==> src/rtl/sevenseg_scan_mux.sv <==
// sevenseg_scan_mux: N-digit multiplexed 7-seg driver with frame latch, LZ blanking, PWM; SEVENSEG_DP_EN adds decimal points
module sevenseg_scan_mux #(
  parameter int NUM_DIGITS = 4,
  parameter int BRIGHT_W   = 3
) (
  input  logic                    clk,
  input  logic                    rst,
  input  logic                    scan_en,
  input  logic [4*NUM_DIGITS-1:0] digits,
  input  logic                    lz_en,
  input  logic [BRIGHT_W-1:0]     brightness,
`ifdef SEVENSEG_DP_EN
  input  logic [NUM_DIGITS-1:0]   dp_in,
  output logic                    dp_n,
`endif
  output logic [NUM_DIGITS-1:0]   an,
  output logic [6:0]              seg,
  output logic                    frame_done
);
  localparam int IW = $clog2(NUM_DIGITS);
  localparam logic [IW-1:0] LAST = IW'(NUM_DIGITS - 1);
  logic [BRIGHT_W-1:0]     sub;
  logic [IW-1:0]           idx;
  logic [4*NUM_DIGITS-1:0] sh_digits;
  logic                    sh_lz;
  logic [BRIGHT_W-1:0]     sh_bright;
  logic                    load_pending;
  logic [NUM_DIGITS-1:0]   blank;
  logic                    seen;
  logic [3:0]              code;
  logic                    latch;
  logic                    on;
`ifdef SEVENSEG_DP_EN
  logic [NUM_DIGITS-1:0]   sh_dp;
`endif
  assign latch = scan_en && (load_pending || (&sub && idx == LAST));
  assign code  = sh_digits[{idx, 2'b00} +: 4];
  assign on    = sub <= sh_bright;
  function automatic logic [6:0] dec(input logic [3:0] c);
    case (c)
      4'h0: dec = 7'h40;
      4'h1: dec = 7'h79;
      4'h2: dec = 7'h24;
      4'h3: dec = 7'h30;
      4'h4: dec = 7'h19;
      4'h5: dec = 7'h12;
      4'h6: dec = 7'h02;
      4'h7: dec = 7'h78;
      4'h8: dec = 7'h00;
      4'h9: dec = 7'h10;
      4'hA: dec = 7'h08;
      4'hB: dec = 7'h03;
      4'hC: dec = 7'h46;
      4'hD: dec = 7'h21;
      4'hE: dec = 7'h06;
      default: dec = 7'h7F;
    endcase
  endfunction
  // blank leading 0/F codes from the most significant digit down; digit 0 always shown
  always_comb begin
    seen  = 1'b0;
    blank = '0;
    for (int i = NUM_DIGITS - 1; i > 0; i--) begin
      blank[i] = sh_lz && !seen && (sh_digits[4*i +: 4] == 4'h0 || sh_digits[4*i +: 4] == 4'hF);
      seen = seen | (sh_digits[4*i +: 4] != 4'h0 && sh_digits[4*i +: 4] != 4'hF);
    end
  end
  // scan counters and shadow frame, all advancing only on the scan tick
  always_ff @(posedge clk) begin
    if (rst) begin
      sub          <= '0;
      idx          <= '0;
      sh_digits    <= '1;
      sh_lz        <= 1'b0;
      sh_bright    <= '0;
      load_pending <= 1'b1;
      frame_done   <= 1'b0;
`ifdef SEVENSEG_DP_EN
      sh_dp        <= '0;
`endif
    end else begin
      frame_done <= latch;
      if (scan_en) begin
        sub <= sub + 1'b1;
        if (&sub) idx <= (idx == LAST) ? '0 : idx + 1'b1;
      end
      if (latch) begin
        sh_digits    <= digits;
        sh_lz        <= lz_en;
        sh_bright    <= brightness;
        load_pending <= 1'b0;
`ifdef SEVENSEG_DP_EN
        sh_dp        <= dp_in;
`endif
      end
    end
  end
  // registered display outputs derived from the current scan position
  always_ff @(posedge clk) begin
    if (rst) begin
      an   <= '1;
      seg  <= 7'h7F;
`ifdef SEVENSEG_DP_EN
      dp_n <= 1'b1;
`endif
    end else begin
      an   <= on ? ~(NUM_DIGITS'(1) << idx) : '1;
      seg  <= blank[idx] ? 7'h7F : dec(code);
`ifdef SEVENSEG_DP_EN
      dp_n <= on ? ~sh_dp[idx] : 1'b1;
`endif
    end
  end
endmodule

==> config.mk <==
export PLATFORM = sky130hd
export DESIGN_NAME = sevenseg_scan_mux
export DESIGN_NICKNAME = d
export VERILOG_FILES = /design/src/rtl/sevenseg_scan_mux.sv
export SDC_FILE = /design/constraint.sdc
export NUM_CORES = 1
export LEC_CHECK = 0
export CELL_PAD_IN_SITES_DETAIL_PLACEMENT = 0
export CELL_PAD_IN_SITES_GLOBAL_PLACEMENT = 1
export CORE_MARGIN = 1.5
export CORE_UTILIZATION = 35
export CTS_BUF_LIST = sky130_fd_sc_hd__clkbuf_8
export CTS_CLUSTER_SIZE = 20
export DETAILED_ROUTE_END_ITERATION = 8
export PLACE_DENSITY = 0.75
export SYNTH_ARGS = -nofsm -noshare
export SYNTH_HDL_FRONTEND = slang
export SYNTH_SLANG_ARGS = --single-unit
==> constraint.sdc <==
create_clock -name clk -period 6.1 [get_ports clk]
set_input_delay 1.22 -clock clk [delete_from_list [all_inputs] [get_ports clk]]
set_output_delay 1.22 -clock clk [all_outputs]
set_load 0.05 [all_outputs]
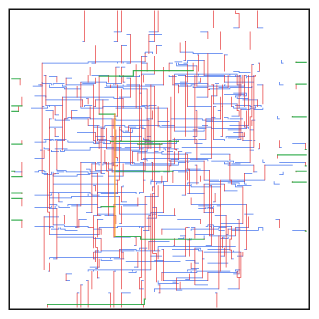
Figure 1: run 1, wiring by layer.
Scale: 4 px per µm.
blue -> M1  # wire length 1,640 µm
green -> M3  # wire length 160 µm
orange -> M4  # wire length 30.6 µm
red -> M2  # wire length 1,550 µm

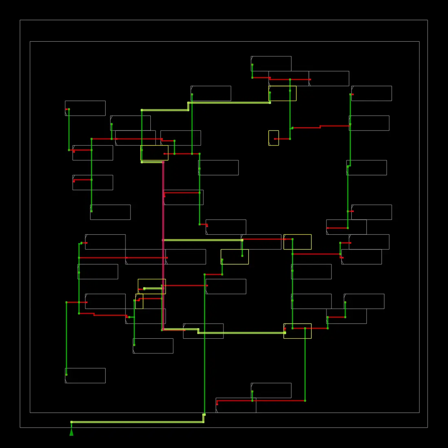
Figure 2: run 1, the clock network.
TritonCTS buffer count: 5
clock buffers: 6
Setup Skew: 0.00577 ns
Flops: 38

==> flow_summary_export.csv, run 1 <==
group,metric,value,unit
cells_and_area,fillers,479,
min_path,hold-path-cell-count,2,
pwr,fin_total_pwr,570,µW
place,dp_hpwl,2.38,mm
place,post-place-ws,2.75,ns
sta,holdWs,0.459,ns
detailed_routing,dr.pass1.iters,4,
cells_and_area,layout-drive-gt1-share,0.0517,
synth,synth_cell_types,28,
synth,yosys_warnings,0,
min_path,min_to,"sh_bright[1]$_SDFFE_PP0P_",
sta,final_max_slew_viol_count,0,
worst_setup_path,crit_chain,"clkdlybuf4s50_1 -> a41oi_1 -> o221ai_1",
floorplanning,fp_util,0.371,
cells_and_area,largest_reg_flops,16,
cells_and_area,n_antenna_cell,0,
worst_setup_path,cpLargestDelayFamily,"AND-OR/OR-AND gates",
clock_tree,cts.sinks,38,
cells_and_area,final_area,2260,µm²
worst_setup_path,cp_data_arrival_time,3.10,ns
sta,fin_crit,2.96,ns
clock_tree,htreeDepth,2,
worst_setup_path,crit-reg2reg-capture,"seg[0]$_SDFF_PP1_",
floorplanning,die_h,74.7,µm
place,io_buffers,34,
clock_tree,path_clk_slew,0.07,ns
flow_run,log.warning_count,34,
sta,clock.fmax,337,MHz
sta,setup_slack,3.14,ns
floorplanning,die_width,74.7,µm
run_status,status,"complete, no violations",
grt,grt_overflow,0,
synth,synth_flop_count,38,
worst_setup_path,cp-startpoint,"rst",
cells_and_area,finalNonFillerCells,299,
pwr,leakagePower,0.978,nW
worst_setup_path,cp-endpoint,"seg[6]$_SDFF_PP1_",
clock_tree,cts_resized,0,
grt,grt_pass1_wl,6.04,mm
place,placed_cell_area,2170,µm²
sta,setup-tns-final,0,ns
synth,top_area_frac,0.423,
grt,grt_max_degree,30,
worst_setup_path,cp-end-kind,"flop",
synth,synth_dominant_cell_count,"nand2_1",
worst_setup_path,crit_cells,3,
synth,synth_seq_share,0.423,
cells_and_area,fin_util,0.467,
cells_and_area,largest_register,"sh_digits",
synth,yosysTopAreaCell,"dfxtp_1",
synth,synth_nets,239,
sta,maxSlewHeadroom,0.395,
worst_setup_path,critPathRequiredTime,6.23,ns
place,placed_cells,291,
worst_setup_path,crit_path_max_fanout,29,
worst_setup_path,cp_slowest_cell,"clkdlybuf4s50_1",
synth,ys_dominant_reg_cell,"dfxtp_1",
worst_setup_path,r2r-start,"idx[0]$_SDFFE_PP0P_",
clock_tree,cts_tree,"yes",
pwr,vdd.ir_drop.worst,97.2,µV
synth,syn_area,1800,µm²
min_path,min_from,"sh_bright[1]$_SDFFE_PP0P_",
synth,async_flop_share,0,
synth,avgSynthCellArea,8.94,µm²
detailed_routing,wl_per_cell,11.3,µm
synth,synthCells,201,
flow_run,drv_cap,0,
floorplanning,core_area,4850,µm²
synth,ys_cells,201,
worst_setup_path,r2r_setup_slack,3.84,ns
detailed_routing,routed_wl,3.38,mm
detailed_routing,remaining_drc_errors,0,
floorplanning,chip_area,5570,µm²
clock_tree,root_buffer,"clkbuf_8",
synth,ys_top_cells_by_count,"nand2_1, dfxtp_1, nand3b_1, ha_1, nor2_1",
floorplanning,rows,25,
worst_setup_path,path_buffers,1,
sta,fin_crit_sh,0.486,
grt,track_usage,0.145,
floorplanning,ios,35,
cells_and_area,top_regs,"sh_digits x16, seg x7, an x4",
synth,edf_count,0,
pwr,power_per_cell_area,252,nW/µm²
worst_setup_path,cp-start-kind,"input pin",
sta,finalHoldViolations,0,
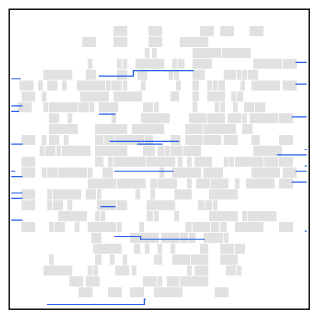
Figure 3: run 1, metal 3.
Scale: 4 px per µm. Cells faint in the background.
nets with wire on the layer = 22
wire length on this layer = 160 µm
longest straight run = 24.1 µm
main direction = horizontal

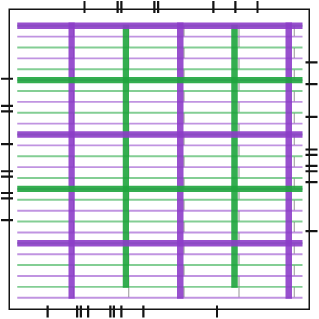
Figure 4: run 1, supply network.
Scale: 4 px per µm. Pins as bars on the die edge. Tap cells in gray.
purple -> VSS
green -> VDD
met5 straps = 5
tap cells = 67
signal pins = 35

[run 1: cell type report]
cell class                 count  area [µm²]  share of cell area
clock buffer                   6        82.6              0.0365
clock inverter                 2        8.76             0.00387
inverter                       9        33.8              0.0149
multi-input combinational    143         952               0.421
sequential                    38         761               0.336
tap                           67        83.8              0.0371
timing repair buffer          34         340               0.150
[run 1: cell families (layout without fill, tap and decap cells)]
| kind of cell | after synthesis | count (layout) | share of synthesized area |
|---|---|---|---|
| flops | 38 | 38 | 0.423 |
| simple gates | 96 | 96 | 0.256 |
| xor+xnor | 1 | 1 | 0.00488 |
| compound gates | 21 | 21 | 0.0745 |
| fa+ha+maj | 15 | 15 | 0.104 |
| buf+inv | 20 | 51 | 0.0467 |
| mux | 10 | 10 | 0.0905 |
[run 1: placed cells by master (no fill, tap or decap), types with 2 or more instances in the layout]
| master | n |
|---|---|
| nand2_1 | 54 |
| dfxtp_1 | 38 |
| clkdlybuf4s50_1 | 34 |
| nand3b_1 | 16 |
| ha_1 | 15 |
| nor2_1 | 11 |
| inv_1 | 10 |
| a21oi_1 | 7 |
| clkbuf_8 | 6 |
| mux4_2 | 5 |
| o211ai_1 | 5 |
| mux2i_1 | 5 |
| o21ai_0 | 4 |
| nand4_1 | 3 |
| a21o_1 | 2 |
| and2_1 | 2 |
| nand2b_1 | 2 |
| nand3_1 | 2 |
| or4_1 | 2 |
[run 1: where the power goes]
part           internal, mW  switching (mW)  leakage, nW  total [mW]
Combinational        0.0517          0.0651        0.611       0.117
Clock                0.0894          0.0870       0.0524       0.176
Sequential            0.266          0.0107        0.314       0.277
[run 1: metal layers]
metal,vias up,GRT usage,routed length (µm),share of wire
met3,4,0.0522,160,0.047
met4,0,0.0606,30,0.0089
met2,30,0.234,1550,0.46
met5,-,0,0,0
met1,626,0.177,1640,0.48
li1,739,-,-,-
## Run 2: what changed since run 1
clock period = 3.1 ns   (was 6.1 ns; I/O delays follow)
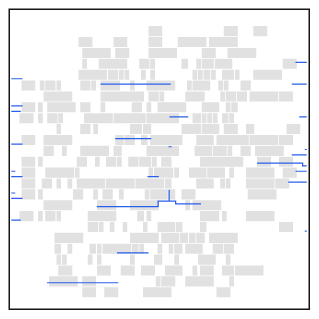
Figure 5: run 2, metal 3.
Scale: 4 px per µm. Cells faint in the background.
main direction = horizontal
wire length on this layer = 138 µm

==> run 2 against run 1 <==
  * Clock-buffer cell count stayed put
  * Final cell count up 0.33%
  * Critical path depth is 1 higher
  * Non-clock buffer count rose by 1
  * Worst hold slack better by 0.0012 ns
  * Combinational power is 95% higher
  * Global-route usage decreased by 0.72 points
==> flow_summary_export.csv, run 2 <==
group,metric,value,unit
synth,syn_area,1800,µm²
cells_and_area,largest_register,"sh_digits",
flow_run,drv_cap,0,
floorplanning,rows,25,
floorplanning,ios,35,
place,dp_hpwl,2.48,mm
synth,ys_top_logic_family,"simple AND/OR/NAND/NOR gates",
synth,ys_sh_simple,0.256,
cells_and_area,fin_util,0.479,
synth,synthCells,201,
clock_tree,root_buffer,"clkbuf_8",
pwr,seq_power_share,0.423,
flow_run,log.warning_count,34,
synth,synth_cell_types,28,
clock_tree,htreeDepth,2,
synth,ys_sh_xor,0.00487,
cells_and_area,layout-drive-gt1-share,0.0601,
synth,yosys_warnings,0,
sta,setup_slack,0.904,ns
worst_setup_path,crit_chain,"mux4_2 -> ha_1 -> mux4_2 -> nand2b_1",
synth,adder_share,0.104,
floorplanning,die_h,74.7,µm
place,post-place-ws,0.880,ns
cells_and_area,largest_reg_flops,16,
clock_tree,cts.sinks,38,
detailed_routing,routed_wl,3.38,mm
pwr,fin_total_pwr,1.29,mW
synth,avgSynthCellArea,8.94,µm²
pwr,vdd.ir_drop.worst,241,µV
pwr,intPower,970,µW
synth,ys_dominant_reg_cell,"dfxtp_1",
worst_setup_path,cp_slowest_cell,"mux4_2",
grt,track_usage,0.138,
pwr,p_switching,322,µW
synth,top_area_frac,0.423,
place,io_buffers,34,
synth,synth_seq_share,0.423,
worst_setup_path,crit-reg2reg-capture,"seg[0]$_SDFF_PP1_",
worst_setup_path,r2r_setup_slack,0.90,ns
run_status,status,"complete, no violations",
sta,final_max_slew_viol_count,0,
sta,setup-tns-final,0,ns
sta,holdWs,0.460,ns
pwr,pwr-share-clk,0.400,
clock_tree,cts_resized,0,
worst_setup_path,cp-end-kind,"flop",
worst_setup_path,r2r-start,"idx[0]$_SDFFE_PP0P_",
min_path,min_to,"load_pending$_SDFFE_PP1P_",
clock_tree,cts_made_buffers,5,
synth,synth_flop_count,38,
synth,muxShareOfSynthArea,0.0905,
place,placed_cell_area,2180,µm²
synth,synth_dominant_cell_count,"nand2_1",
synth,edf_count,0,
synth,synth_nets,239,
-- run 2: cell counts after synthesis --
No cell type changed its count.
-- run 2: critical path, delay by kind of cell (launching register included) --
family,cells,cell delay (ns)
mux,2,1.08
flops,1,0.58
fa+ha+maj,1,0.27
simple gates,1,0.14
-- run 2: area by class of cell --
type | count | area (µm²)
Timing Repair Buffer | 35 | 348
Sequential cell | 38 | 761
Fill cell | 478 | 2530
Inverter | 9 | 33.8
Clock inverter | 2 | 60.1
Tap cell | 67 | 83.8
Multi-Input combinational cell | 143 | 952
Clock buffer | 6 | 82.6
-- run 2: routing by layer --
| layer | part of all wire | GRT usage |
|---|---|---|
| met3 | 0.041 | 0.0415 |
| met5 | 0 | 0 |
| met1 | 0.50 | 0.191 |
| met4 | 0.010 | 0.0545 |
| met2 | 0.45 | 0.203 |
-- run 2: worst max-delay path by stage --
stage                        startpoint                   endpoint  slack (ns)  cells past startpoint
floorplan           idx[0]$_SDFFE_PP0P_          seg[0]$_SDFF_PP1_        1.11                      5
global placement                scan_en  sh_digits[9]$_SDFFE_PP1P_        0.90                      4
detailed placement              scan_en  sh_bright[2]$_SDFFE_PP0P_        0.88                      4
CTS                 idx[0]$_SDFFE_PP0P_          seg[0]$_SDFF_PP1_        0.88                      4
global route        idx[0]$_SDFFE_PP0P_          seg[0]$_SDFF_PP1_        0.77                      4
finish              idx[0]$_SDFFE_PP0P_          seg[0]$_SDFF_PP1_        0.90                      4
-- run 2: power by group through the flow --
stage | Combinational, mW | Clock [mW] | Sequential, mW
after floorplan | 0.113 | 0 | 0.598
after global placement | 0.230 | 0 | 0.559
after detailed placement | 0.231 | 0 | 0.559
after CTS | 0.231 | 0.533 | 0.548
after global routing | 0.256 | 0.546 | 0.553
final | 0.228 | 0.517 | 0.547
Power figures rest on the tool's default switching activity, not on a simulated workload.
